==> src/rtl/mem_port_arbiter_if.sv <==
// Bus bundle between the arbiter, its two requesters and the shared memory.
//
// Handshake: a requester raises its req together with a stable address (and,
// for the data port, stable we/wdata) and holds them until it sees its ack.
// The ack is a one-cycle pulse and the matching rdata is valid in that same
// cycle. Dropping req before ack is a protocol violation; the arbiter still
// finishes the latched access and pulses ack.
interface mem_port_arbiter_if #(
    parameter int AW = 11,
    parameter int DW = 32,
    parameter int CW = 16
);
    // Fetch requester (read-only)
    logic          w_i_req;
    logic [AW-1:0] w_i_addr;
    logic          w_i_ack;
    logic [DW-1:0] w_i_rdata;

    // Data requester (load/store)
    logic          w_d_req;
    logic          w_d_we;
    logic [AW-1:0] w_d_addr;
    logic [DW-1:0] w_d_wdata;
    logic          w_d_ack;
    logic [DW-1:0] w_d_rdata;

    // Shared memory port (asynchronous read, synchronous write)
    logic [AW-1:0] w_m_addr;
    logic          w_m_we;
    logic [DW-1:0] w_m_din;
    logic [DW-1:0] w_m_dout;

    // Number of arbitration decisions taken with both requesters pending
    logic [CW-1:0] w_conf_cnt;

    // Arbiter side
    modport slave (
        input  w_i_req, w_i_addr,
        input  w_d_req, w_d_we, w_d_addr, w_d_wdata,
        input  w_m_dout,
        output w_i_ack, w_i_rdata,
        output w_d_ack, w_d_rdata,
        output w_m_addr, w_m_we, w_m_din,
        output w_conf_cnt
    );

    // Requesters plus memory side
    modport master (
        output w_i_req, w_i_addr,
        output w_d_req, w_d_we, w_d_addr, w_d_wdata,
        output w_m_dout,
        input  w_i_ack, w_i_rdata,
        input  w_d_ack, w_d_rdata,
        input  w_m_addr, w_m_we, w_m_din,
        input  w_conf_cnt
    );
endinterface

==> src/rtl/mem_port_arbiter.sv <==
// Two-requester arbiter in front of one single-port word memory.
// Requester 0 = instruction fetch, requester 1 = data load/store.
// IDLE picks a winner, ACC performs exactly one memory access, RESP pulses
// the ack and may hand the port straight to the other requester.
module mem_port_arbiter #(
    parameter int AW = 11,
    parameter int DW = 32,
    parameter int RR = 1,
    parameter int CW = 16
) (
    input  logic                 w_clk,
    input  logic                 w_rst_n,
    mem_port_arbiter_if.slave    bus,
    output logic [1:0]           dbg_state_o
);

    typedef enum logic [1:0] {
        S_IDLE = 2'd0,
        S_ACC  = 2'd1,
        S_RESP = 2'd2
    } state_e;

    localparam logic [CW-1:0] CNT_ONE = {{(CW-1){1'b0}}, 1'b1};

    state_e        state_q, state_d;
    logic          grant_q, grant_d;    // 0 = fetch, 1 = data
    logic          last_q,  last_d;     // requester granted most recently
    logic          i_ack_q, i_ack_d;
    logic          d_ack_q, d_ack_d;
    logic [DW-1:0] i_rdata_q, i_rdata_d;
    logic [DW-1:0] d_rdata_q, d_rdata_d;
    logic [CW-1:0] cnt_q, cnt_d;

    logic both_req;
    logic pick;

    // Winner of an IDLE decision: a lone requester always wins; on a conflict
    // either alternate away from the last grant or favour the data port.
    always_comb begin
        both_req = bus.w_i_req & bus.w_d_req;
        if (both_req) begin
            pick = (RR != 0) ? ~last_q : 1'b1;
        end else begin
            pick = bus.w_d_req;
        end
    end

    // State register and all datapath registers; reset returns to IDLE with
    // the pointer at the data port so fetch wins the first round-robin tie.
    always_ff @(posedge w_clk) begin
        if (!w_rst_n) begin
            state_q   <= S_IDLE;
            grant_q   <= 1'b0;
            last_q    <= 1'b1;
            i_ack_q   <= 1'b0;
            d_ack_q   <= 1'b0;
            i_rdata_q <= '0;
            d_rdata_q <= '0;
            cnt_q     <= '0;
        end else begin
            state_q   <= state_d;
            grant_q   <= grant_d;
            last_q    <= last_d;
            i_ack_q   <= i_ack_d;
            d_ack_q   <= d_ack_d;
            i_rdata_q <= i_rdata_d;
            d_rdata_q <= d_rdata_d;
            cnt_q     <= cnt_d;
        end
    end

    // Next-state and register-update logic.
    always_comb begin
        state_d   = state_q;
        grant_d   = grant_q;
        last_d    = last_q;
        i_ack_d   = 1'b0;
        d_ack_d   = 1'b0;
        i_rdata_d = i_rdata_q;
        d_rdata_d = d_rdata_q;
        cnt_d     = cnt_q;

        case (state_q)
            S_IDLE: begin
                if (bus.w_i_req || bus.w_d_req) begin
                    grant_d = pick;
                    state_d = S_ACC;
                    if (both_req && (cnt_q != '1)) begin
                        cnt_d = cnt_q + CNT_ONE;
                    end
                end
            end

            S_ACC: begin
                // Memory read data is combinational in this cycle; capture it
                // so the requester sees it alongside its ack.
                state_d = S_RESP;
                last_d  = grant_q;
                if (grant_q) begin
                    d_ack_d = 1'b1;
                    if (!bus.w_d_we) begin
                        d_rdata_d = bus.w_m_dout;
                    end
                end else begin
                    i_ack_d   = 1'b1;
                    i_rdata_d = bus.w_m_dout;
                end
            end

            S_RESP: begin
                // The requester being acked still has req high this cycle, so
                // only the other one is considered for a back-to-back grant.
                if (grant_q ? bus.w_i_req : bus.w_d_req) begin
                    grant_d = ~grant_q;
                    state_d = S_ACC;
                end else begin
                    state_d = S_IDLE;
                end
            end

            default: begin
                state_d = S_IDLE;
            end
        endcase
    end

    // Memory port drive: only active in ACC; write is blocked while reset is
    // asserted so an aborted store never reaches the array.
    always_comb begin
        bus.w_m_addr = '0;
        bus.w_m_we   = 1'b0;
        bus.w_m_din  = '0;
        if (state_q == S_ACC) begin
            bus.w_m_addr = grant_q ? bus.w_d_addr : bus.w_i_addr;
            bus.w_m_we   = grant_q & bus.w_d_we & w_rst_n;
            bus.w_m_din  = bus.w_d_wdata;
        end
    end

    // Registered outputs to the requesters.
    always_comb begin
        bus.w_i_ack    = i_ack_q;
        bus.w_d_ack    = d_ack_q;
        bus.w_i_rdata  = i_rdata_q;
        bus.w_d_rdata  = d_rdata_q;
        bus.w_conf_cnt = cnt_q;
        dbg_state_o    = state_q;
    end

endmodule

==> src/flat_wrapper.sv <==
// flat-port wrapper written by rule: the top's interface ports become plain ports
module mem_port_arbiter_flat 
#(
    parameter int AW = 11,
    parameter int DW = 32,
    parameter int RR = 1,
    parameter int CW = 16
)
  (w_clk, w_rst_n, dbg_state_o, bus_w_i_req, bus_w_i_addr, bus_w_d_req, bus_w_d_we, bus_w_d_addr, bus_w_d_wdata, bus_w_m_dout, bus_w_i_ack, bus_w_i_rdata, bus_w_d_ack, bus_w_d_rdata, bus_w_m_addr, bus_w_m_we, bus_w_m_din, bus_w_conf_cnt);
  mem_port_arbiter_if #(.AW(AW), .DW(DW), .CW(CW)) bus_i ();
  input  logic w_clk;
  input  logic w_rst_n;
  output logic [1:0] dbg_state_o;
  input wire logic [$bits(bus_i.w_i_req)-1:0] bus_w_i_req;
  input wire logic [$bits(bus_i.w_i_addr)-1:0] bus_w_i_addr;
  input wire logic [$bits(bus_i.w_d_req)-1:0] bus_w_d_req;
  input wire logic [$bits(bus_i.w_d_we)-1:0] bus_w_d_we;
  input wire logic [$bits(bus_i.w_d_addr)-1:0] bus_w_d_addr;
  input wire logic [$bits(bus_i.w_d_wdata)-1:0] bus_w_d_wdata;
  input wire logic [$bits(bus_i.w_m_dout)-1:0] bus_w_m_dout;
  output wire logic [$bits(bus_i.w_i_ack)-1:0] bus_w_i_ack;
  output wire logic [$bits(bus_i.w_i_rdata)-1:0] bus_w_i_rdata;
  output wire logic [$bits(bus_i.w_d_ack)-1:0] bus_w_d_ack;
  output wire logic [$bits(bus_i.w_d_rdata)-1:0] bus_w_d_rdata;
  output wire logic [$bits(bus_i.w_m_addr)-1:0] bus_w_m_addr;
  output wire logic [$bits(bus_i.w_m_we)-1:0] bus_w_m_we;
  output wire logic [$bits(bus_i.w_m_din)-1:0] bus_w_m_din;
  output wire logic [$bits(bus_i.w_conf_cnt)-1:0] bus_w_conf_cnt;
  assign bus_i.w_i_req = bus_w_i_req;
  assign bus_i.w_i_addr = bus_w_i_addr;
  assign bus_i.w_d_req = bus_w_d_req;
  assign bus_i.w_d_we = bus_w_d_we;
  assign bus_i.w_d_addr = bus_w_d_addr;
  assign bus_i.w_d_wdata = bus_w_d_wdata;
  assign bus_i.w_m_dout = bus_w_m_dout;
  assign bus_w_i_ack = bus_i.w_i_ack;
  assign bus_w_i_rdata = bus_i.w_i_rdata;
  assign bus_w_d_ack = bus_i.w_d_ack;
  assign bus_w_d_rdata = bus_i.w_d_rdata;
  assign bus_w_m_addr = bus_i.w_m_addr;
  assign bus_w_m_we = bus_i.w_m_we;
  assign bus_w_m_din = bus_i.w_m_din;
  assign bus_w_conf_cnt = bus_i.w_conf_cnt;
  mem_port_arbiter #(.AW(AW), .DW(DW), .RR(RR), .CW(CW)) u_core (.w_clk(w_clk), .w_rst_n(w_rst_n), .bus(bus_i), .dbg_state_o(dbg_state_o));
endmodule
==> config.mk <==
export PLATFORM = sky130hd
export DESIGN_NAME = mem_port_arbiter_flat
export DESIGN_NICKNAME = d
export VERILOG_FILES = /design/src/rtl/mem_port_arbiter_if.sv /design/src/rtl/mem_port_arbiter.sv /design/src/flat_wrapper.sv
export SDC_FILE = /design/constraint.sdc
export NUM_CORES = 1
export LEC_CHECK = 0
export CORE_ASPECT_RATIO = 0.5
export CORE_MARGIN = 2
export CORE_UTILIZATION = 37
export DETAILED_ROUTE_END_ITERATION = 8
export PLACE_DENSITY = 0.77
export REMOVE_ABC_BUFFERS = 1
export SYNTH_ARGS = -nofsm -noshare
export SYNTH_HDL_FRONTEND = slang
export SYNTH_SLANG_ARGS = --single-unit
export TNS_END_PERCENT = 10
==> constraint.sdc <==
create_clock -name w_clk -period 2.3 [get_ports w_clk]
set_clock_uncertainty 0.2 [all_clocks]
set_input_delay 0.46 -clock w_clk [delete_from_list [all_inputs] [get_ports w_clk]]
set_output_delay 0.46 -clock w_clk [all_outputs]
set_load 0.01 [all_outputs]
Fig. 1: the metal 3 layer
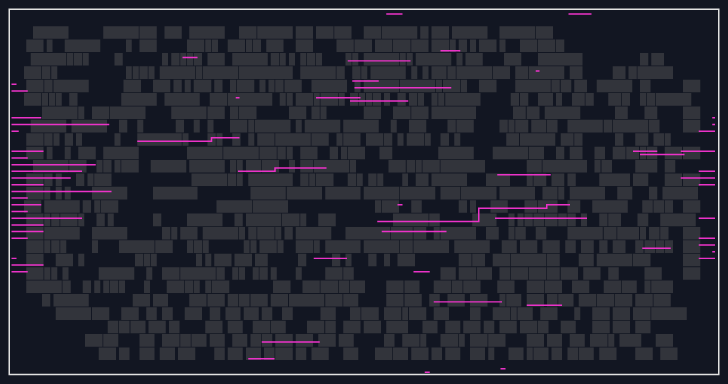
main direction: horizontal
nets with wire on the layer: 51
share of all routed wire: 3.7%
wire length on this layer: 457 um
longest straight run: 20.5 um
number of vias after detailed routing: 3930
aggregate routed wire length: 12.2 mm
global routing met3 resource utilization: 5.61%

Fig. 2: drive-strength map
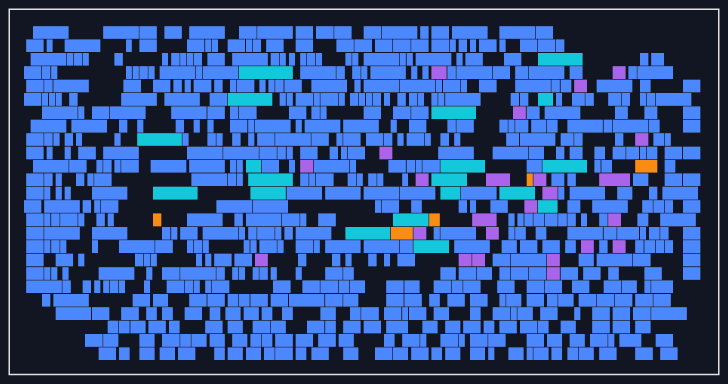
| size | color | cells | share |
|---|---|---|---|
| drive 2 | orange | 5 | 0.73% |
| drive 1 or less | blue | 640 | 93% |
| drive 3 to 4 | purple | 24 | 3.5% |
| drive 6 and up | cyan | 19 | 2.8% |
Buffers excl. clock: 243
post-layout instance area: 0.00637 sq mm
Area growth syn-to-layout: 76.2%
setup slack of the critical path after layout: 98.0 ps

==> summary.rpt <==
PHYSICAL IMPLEMENTATION REPORT
----------------------------------------------------
[Placed design]
  DP HPWL ........................ 8.91 mm
  Count of input and output buffers ........................ 218
  Post-Place Cells ........................ 807
  Routability cong. ........................ 0.798
  Worst setup slack after placement ........................ -194 ps

[Floorplan]
  Core region area ........................ 0.00948 sq mm
  Overall chip area ........................ 0.0106 sq mm
  Die span in y ........................ 73.9 um
  Die Wd ........................ 144 um
  Number of core rows ........................ 25
  Initial Util ........................ 38.2%
  Io pins ........................ 219

[Synth]
  Leading cell types by count after synthesis ........................ sky130_fd_sc_hd__nand2_1 (135), sky130_fd_sc_hd__dfxtp_1 (86), sky130_fd_sc_hd__a21oi_1 (79)
  Synth Cell Area ........................ 0.00362 sq mm
  Seq share, synth ........................ 47.6%
  Dominant register cell ........................ sky130_fd_sc_hd__dfxtp_1
  # Cells Yosys ........................ 462
  Share of flip-flops with an asynchronous set or reset after synthesis ........................ 0%
  Summed standard-cell area reported by yosys ........................ 0.00362 sq mm
  Ys flops ........................ 86
  Largest area contributor in the synthesized netlist ........................ sky130_fd_sc_hd__dfxtp_1
  Main area contributors ........................ sky130_fd_sc_hd__dfxtp_1 (48%), sky130_fd_sc_hd__nand2_1 (14%), sky130_fd_sc_hd__a21oi_1 (11%)
  Gate Count Post-Synth ........................ 462
  Netlist cell types ........................ 32
  Yosys Warn Count ........................ 0
  Yosys top cell area share ........................ 47.6%
  Cell with the most instances after synthesis ........................ sky130_fd_sc_hd__nand2_1
  Synthesized area per cell ........................ 7.83 sq um
  Post-synth tally of flip-flops with integrated enable ........................ 0

[Critical path]
  Critical path depth ........................ 4
  Kind of capture point of the worst setup path ........................ output port
  Delay-heaviest family, CP ........................ buffers and inverters
  Cell Chain, Critical Path ........................ clkdlybuf4s50_1, and3_1, and2_1, dlygate4sd2_1
  Type of element launching the critical path ........................ input pin
  Category of the most critical setup path ........................ input pin to output port
  Required time worst endpoint ........................ 1640 ps
  Arr. time, crit path ........................ 1540 ps
  Slowest stage cell, crit path ........................ sky130_fd_sc_hd__clkdlybuf4s50_1
  Timing startpoint of the critical path ........................ w_rst_n
  Buf+Inv Stages, Crit Path ........................ 2
  CP max FO ........................ 2
  Slack of the worst reg-to-reg path ........................ 170 ps
  Critical Path Sink ........................ bus_w_m_we
  Beginning of the worst register-to-register path ........................ u_core.bus.w_conf_cnt[0]$_SDFFE_PN0P_
  R2r worst-path depth ........................ 5
  Crit path largest cell delay ........................ 500 ps
  FF-to-FF End ........................ u_core.bus.w_conf_cnt[13]$_SDFFE_PN0P_

[Finish]
  Number of diodes ........................ 0
  Most numerous logic cells after layout ........................ sky130_fd_sc_hd__clkdlybuf4s50_1 (174), sky130_fd_sc_hd__nand2_1 (135), sky130_fd_sc_hd__dfxtp_1 (86)
  Util after Layout ........................ 67.2%
  Layout fillers ........................ 818
  Number of standard cells in the layout, taps in and fillers out ........................ 823
  # nets final ........................ 775
  Fraction of final layout cells with drive strength greater than 1 ........................ 6.98%
  Most common cell after layout, fill and taps aside ........................ sky130_fd_sc_hd__clkdlybuf4s50_1

[Timing]
  Measured slew at the worst slew-check pin ........................ 509 ps
  RSZ-0062 raised after global routing ........................ no
  Total negative setup slack ........................ 0 ps
  Post-layout period usage of the worst path ........................ 95.7%
  Final hold viol count ........................ 0
  Fmax ........................ 0.454 GHz
  Max-slew headroom at the worst pin ........................ 66.0%
  Number of slew-limit violations in the final report ........................ 0
  Final setup fails ........................ 0
  Post-layout min period ........................ 2200 ps

[Detailed routing]
  Antenna violation net count after detailed routing ........................ 0
  Iteration-0 DRC count of the detailed router ........................ 178
  Vias per cell ........................ 4.78
  Routed length per placed instance ........................ 14.9 um
  DR pass1 iterations ........................ 4
  Remaining DRCs ........................ 0

[Clocking]
  Clock Path Buffers ........................ 2
  Buffer type at the clock tree root ........................ sky130_fd_sc_hd__clkbuf_16
  Resize count post-CTS ........................ 46
  CTS Buf Count ........................ 9
  Number of buffers added for setup after CTS ........................ 0
  Clk slew on worst S/H paths ........................ 60 ps
  CTS tree ........................ built
  Number of sinks driven by the clock tree ........................ 86
  H-Tree Depth ........................ 3
  Number of buffers inserted for hold repair after clock tree synthesis ........................ 0

[Pwr]
  Leakage power ........................ 2.45 nW
  Comb power frac ........................ 17.4%
  Post-layout power ........................ 3.70 mW
  Switching Share ........................ 25.3%
  Total net switching power ........................ 0.934 mW
  Cell-internal power ........................ 2.76 mW
  Peak VDD IR ........................ 373 uV
  Pwr per Cell Area ........................ 580 mW/mm^2
  Part of the total power dissipated in sequential elements ........................ 42.4%

[Global route]
  Largest net degree at the start of global routing ........................ 36
  Via count of the first global-routing pass ........................ 3614
  Number of antenna violations at the first check in global routing ........................ 0
  Wire length of the first global-routing pass ........................ 18.8 mm
  Total global routing overflow ........................ 0
  Global routing usage summed across all routing layers ........................ 22.8%

[Run status]
  Outcome ........................ completed

[Flow run]
  Number of logged tool warnings ........................ 25
  Total of max-cap violations ........................ 0

[Min path]
  Beginning of the worst hold path ........................ u_core.bus.w_i_rdata[13]$_SDFFE_PN0P_
  Hold Crit Endpoint ........................ u_core.bus.w_i_rdata[13]$_SDFFE_PN0P_
  Worst Hold Class ........................ flip-flop to flip-flop
  Worst hold path cell count ........................ 2

----------------------------------------------------
Fig. 3: routed clock nets over the placement
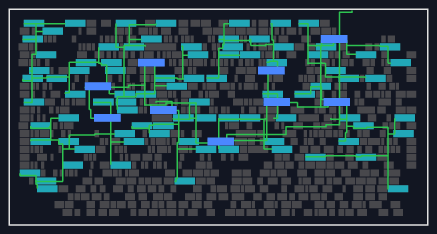
[cells driving clock nets] blue | count: 9
[flip-flops] cyan | count: 86
[clock wires] green | length: 1040 um
routed clock nets: 10
clock network power consumption: 1.48 mW
insertion delay at the late pin of the worst-skew pair: 340 ps
relative contribution of the clock network to total power: 40.2%

## state kept, by name (all words and copies together) (netlist names)
name and count:
u_core.last_q 1, u_core.bus.w_d_rdata 32, u_core.bus.w_i_rdata 32, u_core.bus.w_d_ack 1, u_core.bus.w_i_ack 1, u_core.grant_q 1
u_core.bus.w_conf_cnt 16, u_core.dbg_state_o 2
## metrics by stage
step | hold WS, ps | cell area (sq um)
after global routing | 276 | 6370
after floorplan | 281 | 3480
final | 251 | 6370
after detailed placement | 246 | 6090
after CTS | 254 | 6360
after global placement | 241 | 6090
## power by group through the flow
stage                     clock, mW  combinational [mW]  sequential, mW
after CTS                      1.52               0.647            1.57
after global routing           1.58               0.690            1.57
after detailed placement          0               0.668            1.60
after floorplan                   0               0.187            1.63
final                          1.48               0.645            1.57
after global placement            0               0.664            1.60
## tightest hold or removal path, cell delays in order, from the launching register on
cell	delay, ps
sky130_fd_sc_hd__dfxtp_1	310
sky130_fd_sc_hd__nand2_1	50
sky130_fd_sc_hd__a21oi_1	50
## layout make-up
class / count / area (sq um) / share of cell area, %
clock buffers: 9 / 225 / 3.53
clock inverters: 7 / 81.3 / 1.28
inverters: 4 / 15.0 / 0.236
multi-input cells: 339 / 1770 / 27.7
flip-flops and latches: 86 / 1720 / 27.0
well taps: 135 / 169 / 2.65
repair buffers: 243 / 2390 / 37.5
## logic make-up after synthesis
kind of cell	after synthesis	share of synthesized area (%)
DFF	86	47.6
AOI/OAI and AO/OA	100	14.7
buffers and inverters	37	4.15
adders and majority gates	1	0.346
muxes	13	3.60
and+or+nand+nor	225	29.6
## metal layers
metal	wire, um	track usage, %	vias to the layer above	part of all wire, %
li1	-	-	2001	-
met1	5580	29.0	1831	46
met2	6040	39.0	85	49
met3	456	5.61	13	3.7
met4	147	6.75	0	1.2
met5	0	0	-	0
Power figures rest on the tool's default switching activity, not on a simulated workload.
